<file path="config.mk">
export PLATFORM = sky130hd
export DESIGN_NAME = kv_frame_parser
export DESIGN_NICKNAME = d
export VERILOG_FILES = /design/src/rtl/kv_frame_parser_pkg.sv /design/src/rtl/kv_frame_parser_sync.sv /design/src/rtl/kv_frame_parser.sv
export SDC_FILE = /design/constraint.sdc
export NUM_CORES = 1
export LEC_CHECK = 0
export CORE_AREA = 2 2 115 106
export DETAILED_ROUTE_END_ITERATION = 8
export DIE_AREA = 0 0 117 108
export PLACE_DENSITY = 0.7
export SYNTH_ARGS = -nofsm -noshare
export SYNTH_HDL_FRONTEND = slang
export SYNTH_HIERARCHICAL = 1
export SYNTH_SLANG_ARGS = --single-unit
</file>
<file path="constraint.sdc">
create_clock -name clk -period 2.15 [get_ports clk]
set_input_delay 0.43 -clock clk [delete_from_list [all_inputs] [get_ports clk]]
set_output_delay 0.43 -clock clk [all_outputs]
set_load 0.005 [all_outputs]
</file>
<file path="src/rtl/kv_frame_parser_pkg.sv">
// Shared definitions for the key/value frame parser and the downstream key-value store.
// Holds the start-of-frame marker and the parser state encoding.
package kv_frame_parser_pkg;

    localparam logic [7:0] KV_SOF = 8'hA5;

    typedef enum logic [2:0] {
        ST_IDLE,
        ST_KEY,
        ST_LEN,
        ST_VAL,
        ST_CHK,
        ST_OUT
    } kv_state_e;

endpackage

</file>
<file path="src/rtl/kv_frame_parser_sync.sv">
// Brings the receiver's newbyt toggle into the clk domain and emits a 1-cycle strobe per toggle.
// Two synchronizer flops followed by a registered edge compare: strobe is 3 clk cycles after the toggle.
module toggle_sync (
    input  logic clk,
    input  logic rst_n,
    input  logic tog_i,
    output logic stb_o
);

    logic sync1_q;
    logic sync2_q;
    logic prev_q;
    logic stb_q;

    always_ff @(posedge clk or negedge rst_n) begin
        if (!rst_n) begin
            sync1_q <= 1'b0;
            sync2_q <= 1'b0;
            prev_q  <= 1'b0;
            stb_q   <= 1'b0;
        end else begin
            sync1_q <= tog_i;
            sync2_q <= sync1_q;
            prev_q  <= sync2_q;
            stb_q   <= sync2_q ^ prev_q;
        end
    end

    assign stb_o = stb_q;

endmodule

</file>
<file path="src/rtl/kv_frame_parser.sv">
// Assembles [SOF][KEY][LEN][VAL..][CHK] frames from received bytes and presents one validated
// key/value record per frame on a valid/ready interface, with single-cycle error pulses.
module kv_frame_parser
    import kv_frame_parser_pkg::*;
#(
    parameter int unsigned MAX_VAL_BYTES  = 4,
    parameter int unsigned TIMEOUT_CYCLES = 100000
) (
    input  logic                             clk,
    input  logic                             rst_n,
    input  logic [7:0]                       bus,
    input  logic                             newbyt,
    output logic                             kv_valid,
    input  logic                             kv_ready,
    output logic [7:0]                       kv_key,
    output logic [$clog2(MAX_VAL_BYTES+1)-1:0] kv_len,
    output logic [8*MAX_VAL_BYTES-1:0]       kv_value,
    output logic                             err_chk,
    output logic                             err_len,
    output logic                             err_tmo,
    output logic                             err_ovr
);

    localparam int unsigned LW = $clog2(MAX_VAL_BYTES + 1);
    localparam int unsigned VW = 8 * MAX_VAL_BYTES;
    localparam int unsigned CW = (TIMEOUT_CYCLES > 1) ? $clog2(TIMEOUT_CYCLES + 1) : 1;

    logic byte_stb;

    kv_state_e state_q, state_d;
    logic [7:0]    key_q, key_d;
    logic [7:0]    chk_q, chk_d;
    logic [LW-1:0] len_q, len_d;
    logic [LW-1:0] idx_q, idx_d;
    logic [VW-1:0] val_q, val_d;
    logic [CW-1:0] tmo_q, tmo_d;
    logic [7:0]    kv_key_q, kv_key_d;
    logic [LW-1:0] kv_len_q, kv_len_d;
    logic [VW-1:0] kv_value_q, kv_value_d;
    logic          err_chk_q, err_chk_d;
    logic          err_len_q, err_len_d;
    logic          err_tmo_q, err_tmo_d;
    logic          err_ovr_q, err_ovr_d;

    toggle_sync u_sync (
        .clk   (clk),
        .rst_n (rst_n),
        .tog_i (newbyt),
        .stb_o (byte_stb)
    );

    always_ff @(posedge clk or negedge rst_n) begin
        if (!rst_n) begin
            state_q    <= ST_IDLE;
            key_q      <= '0;
            chk_q      <= '0;
            len_q      <= '0;
            idx_q      <= '0;
            val_q      <= '0;
            tmo_q      <= '0;
            kv_key_q   <= '0;
            kv_len_q   <= '0;
            kv_value_q <= '0;
            err_chk_q  <= 1'b0;
            err_len_q  <= 1'b0;
            err_tmo_q  <= 1'b0;
            err_ovr_q  <= 1'b0;
        end else begin
            state_q    <= state_d;
            key_q      <= key_d;
            chk_q      <= chk_d;
            len_q      <= len_d;
            idx_q      <= idx_d;
            val_q      <= val_d;
            tmo_q      <= tmo_d;
            kv_key_q   <= kv_key_d;
            kv_len_q   <= kv_len_d;
            kv_value_q <= kv_value_d;
            err_chk_q  <= err_chk_d;
            err_len_q  <= err_len_d;
            err_tmo_q  <= err_tmo_d;
            err_ovr_q  <= err_ovr_d;
        end
    end

    always_comb begin
        state_d    = state_q;
        key_d      = key_q;
        chk_d      = chk_q;
        len_d      = len_q;
        idx_d      = idx_q;
        val_d      = val_q;
        tmo_d      = '0;
        kv_key_d   = kv_key_q;
        kv_len_d   = kv_len_q;
        kv_value_d = kv_value_q;
        err_chk_d  = 1'b0;
        err_len_d  = 1'b0;
        err_tmo_d  = 1'b0;
        err_ovr_d  = 1'b0;

        unique case (state_q)
            ST_IDLE: begin
                if (byte_stb && bus == KV_SOF) state_d = ST_KEY;
            end
            ST_KEY: begin
                if (byte_stb) begin
                    key_d   = bus;
                    chk_d   = bus;
                    state_d = ST_LEN;
                end
            end
            ST_LEN: begin
                if (byte_stb) begin
                    if (bus != 8'd0 && 32'(bus) <= MAX_VAL_BYTES) begin
                        len_d   = LW'(bus);
                        chk_d   = chk_q ^ bus;
                        val_d   = '0;
                        idx_d   = '0;
                        state_d = ST_VAL;
                    end else begin
                        err_len_d = 1'b1;
                        state_d   = ST_IDLE;
                    end
                end
            end
            ST_VAL: begin
                if (byte_stb) begin
                    for (int unsigned i = 0; i < MAX_VAL_BYTES; i++) begin
                        if (LW'(i) == idx_q) val_d[8*i +: 8] = bus;
                    end
                    chk_d = chk_q ^ bus;
                    idx_d = idx_q + LW'(1);
                    if (idx_d == len_q) state_d = ST_CHK;
                end
            end
            ST_CHK: begin
                if (byte_stb) begin
                    if (bus == chk_q) begin
                        kv_key_d   = key_q;
                        kv_len_d   = len_q;
                        kv_value_d = val_q;
                        state_d    = ST_OUT;
                    end else begin
                        err_chk_d = 1'b1;
                        state_d   = ST_IDLE;
                    end
                end
            end
            ST_OUT: begin
                // A byte arriving with the handshake is parsed as if already back in IDLE.
                if (kv_ready) begin
                    state_d = (byte_stb && bus == KV_SOF) ? ST_KEY : ST_IDLE;
                end else if (byte_stb) begin
                    err_ovr_d = 1'b1;
                end
            end
            default: state_d = ST_IDLE;
        endcase

        // In-frame inter-byte timeout; an arriving byte always beats the expiry.
        if (state_q inside {ST_KEY, ST_LEN, ST_VAL, ST_CHK} && !byte_stb) begin
            if (TIMEOUT_CYCLES != 0 && 32'(tmo_q) + 32'd1 == TIMEOUT_CYCLES) begin
                err_tmo_d = 1'b1;
                state_d   = ST_IDLE;
            end else begin
                tmo_d = tmo_q + CW'(1);
            end
        end
    end

    assign kv_valid = (state_q == ST_OUT);
    assign kv_key   = kv_key_q;
    assign kv_len   = kv_len_q;
    assign kv_value = kv_value_q;
    assign err_chk  = err_chk_q;
    assign err_len  = err_len_q;
    assign err_tmo  = err_tmo_q;
    assign err_ovr  = err_ovr_q;

endmodule
</file>
Clock distribution:
Scale bar: 20 um.
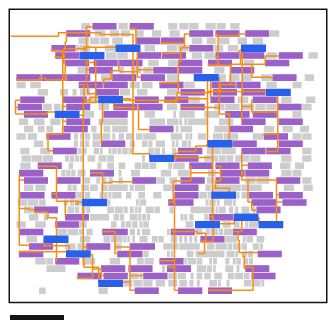
[orange] clock wires | length: 1560 um
[blue] clock drivers | count: 17
[purple] flip-flops | count: 125
flops lie: all over the die
Clock Skews: 0.00614 ns
clock network power consumption: 2890 uW
relative contribution of the clock network to total power: 52.7%
clock latency on the worst-skew pair: 0.42 ns

Signal metal coverage by tile:
Scale bar: 20 um. The die is cut into 23 by 22 equal tiles; white is low, dark blue is high, scaled to the fullest tile. Values are wire area over tile area, all layers added.
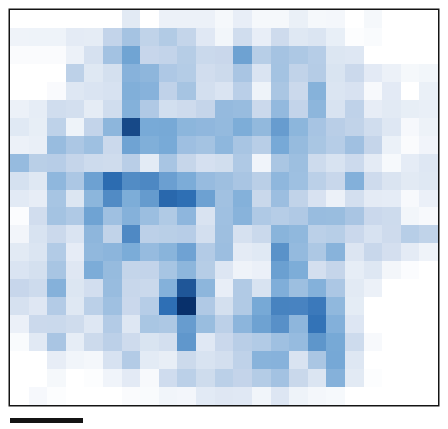
nearly empty tiles: 13%
tiles over half the peak: 7.7%
fullest tile: 0.61
combined global-route utilization of all metal layers: 20.5%
routed via count: 3742
mean routed wirelength per cell: 16.5 um
total routed wirelength: 11.7 mm

Clock wiring as the flow saved it:
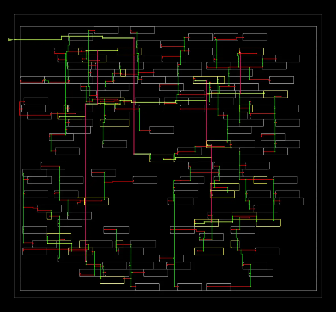
Flops: 125
clock sink total: 125
TritonCTS buffer count: 17

Zoomed window:
Window x 38 to 78, y 34 to 74 um. Cells in gray, sequential cells in the stronger gray; small squares are vias.
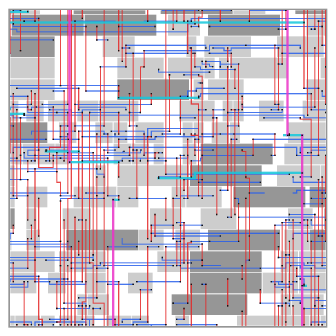
| color | layer |
|---|---|
| blue | metal 1 |
| magenta | metal 4 |
| red | metal 2 |
| cyan | metal 3 |
sequential cells in the window: 14
most frequent: nand2_1 (13), dfrtp_1 (13), buf_4 (9)
cells with their middle in the window: 102
netlist names of flops here include: val_q (4), idx_q (3), len_q (3)

==> run summary <==
Implementation results are summarized by area below.

Outcome
The run finished with clean final reports.

Yosys
The mean cell area of the mapped netlist is 12.5 um^2. Summed over its instances, the top area cell type makes up ~56% of the synthesized netlist area. The cell type that accounts for the most area after synthesis is sky130_fd_sc_hd__dfrtp_1. Counting distinct cell types in the post-synthesis netlist gives 50. The most repeated cell in the gate-level netlist after synthesis is sky130_fd_sc_hd__dfrtp_1. The number of standard cells reported by yosys is 444.

Pwr
The power report puts the net switching power at around 1100 uW. The internal power of the cells is ~4300 uW. The static leakage is around 0.0034 uW. The power per cell area is roughly 760 nW/um^2. The power of the sequential group is approximately 2400 uW.

Final timing
The hold violation count in the final report is 0. For the pin with the worst max-slew slack, the measured transition is roughly 0.53 ns. Counting I/O delays and the setup requirement, the final critical path takes between 2 and 2.5 ns. The worst hold slack across all endpoints is 0.0317 ns.

Setup path
The delay of the slowest cell on the worst path is around 0.44 ns. The largest fanout on the critical path is 8. According to the timing report, the critical path is captured at val_q[4]. The worst path buffer plus inverter count is 1. The launching instance or port of the critical path is bus[4]. In the setup report, the worst path falls into the class primary input to flip-flop. The worst setup path is launched from a primary input. The launch point of the worst register-to-register path is recorded as tmo_q[1].

The critical path depth is 6. Traced cell by cell, the critical path runs through clkdlybuf4s50_1 > or3_4 > and4bb_4 > nand2b_4 > a21oi_4 > mux2_2. The worst register-to-register path has a setup slack of 0.13 ns.

Final layout
The final instance area is ~7200 um^2. The count of cells in the finished layout, fillers not included, comes to slightly above 700. The multi-input gate share of the layout cell area is 32.7%. The library cells used most frequently in the layout, excluding fill and tap cells, are sky130_fd_sc_hd__dfrtp_1, sky130_fd_sc_hd__mux2_2, sky130_fd_sc_hd__clkdlybuf4s50_1.

The number of clock buffers in the layout is 21.

Floorplanning
The total area inside the core boundary comes to approximately 11000 um^2. In this run the core area contains 37 standard-cell rows. According to the floorplan report, the total die area is around 13000 um^2. The share of the core area taken by cells at floorplan is about half. According to the tapcell log, the count of inserted taps is roughly 160.

Routing
The total met3 wirelength after detailed routing is 480 um. The detailed router's first-iteration violation count is between 150 and 200. The remaining number of nets flagged by the antenna check after routing is 0. The routed design shows a via density per instance of between 5 and 6.

CTS
The clock-pin slew reported for the worst setup and hold paths after clock tree synthesis is roughly 0.050 ns. Looking at the clock tree report, the root buffer type is sky130_fd_sc_hd__clkbuf_16. TritonCTS built the clock tree.

Global route
The pin count of the biggest net entering global routing is 91. Global routing used between 30% and 40% of the available met2 tracks.

Place
After legalization and detailed placement, the total HPWL measured approximately 7.8 mm.
Power is estimated from default activity; no workload was simulated.
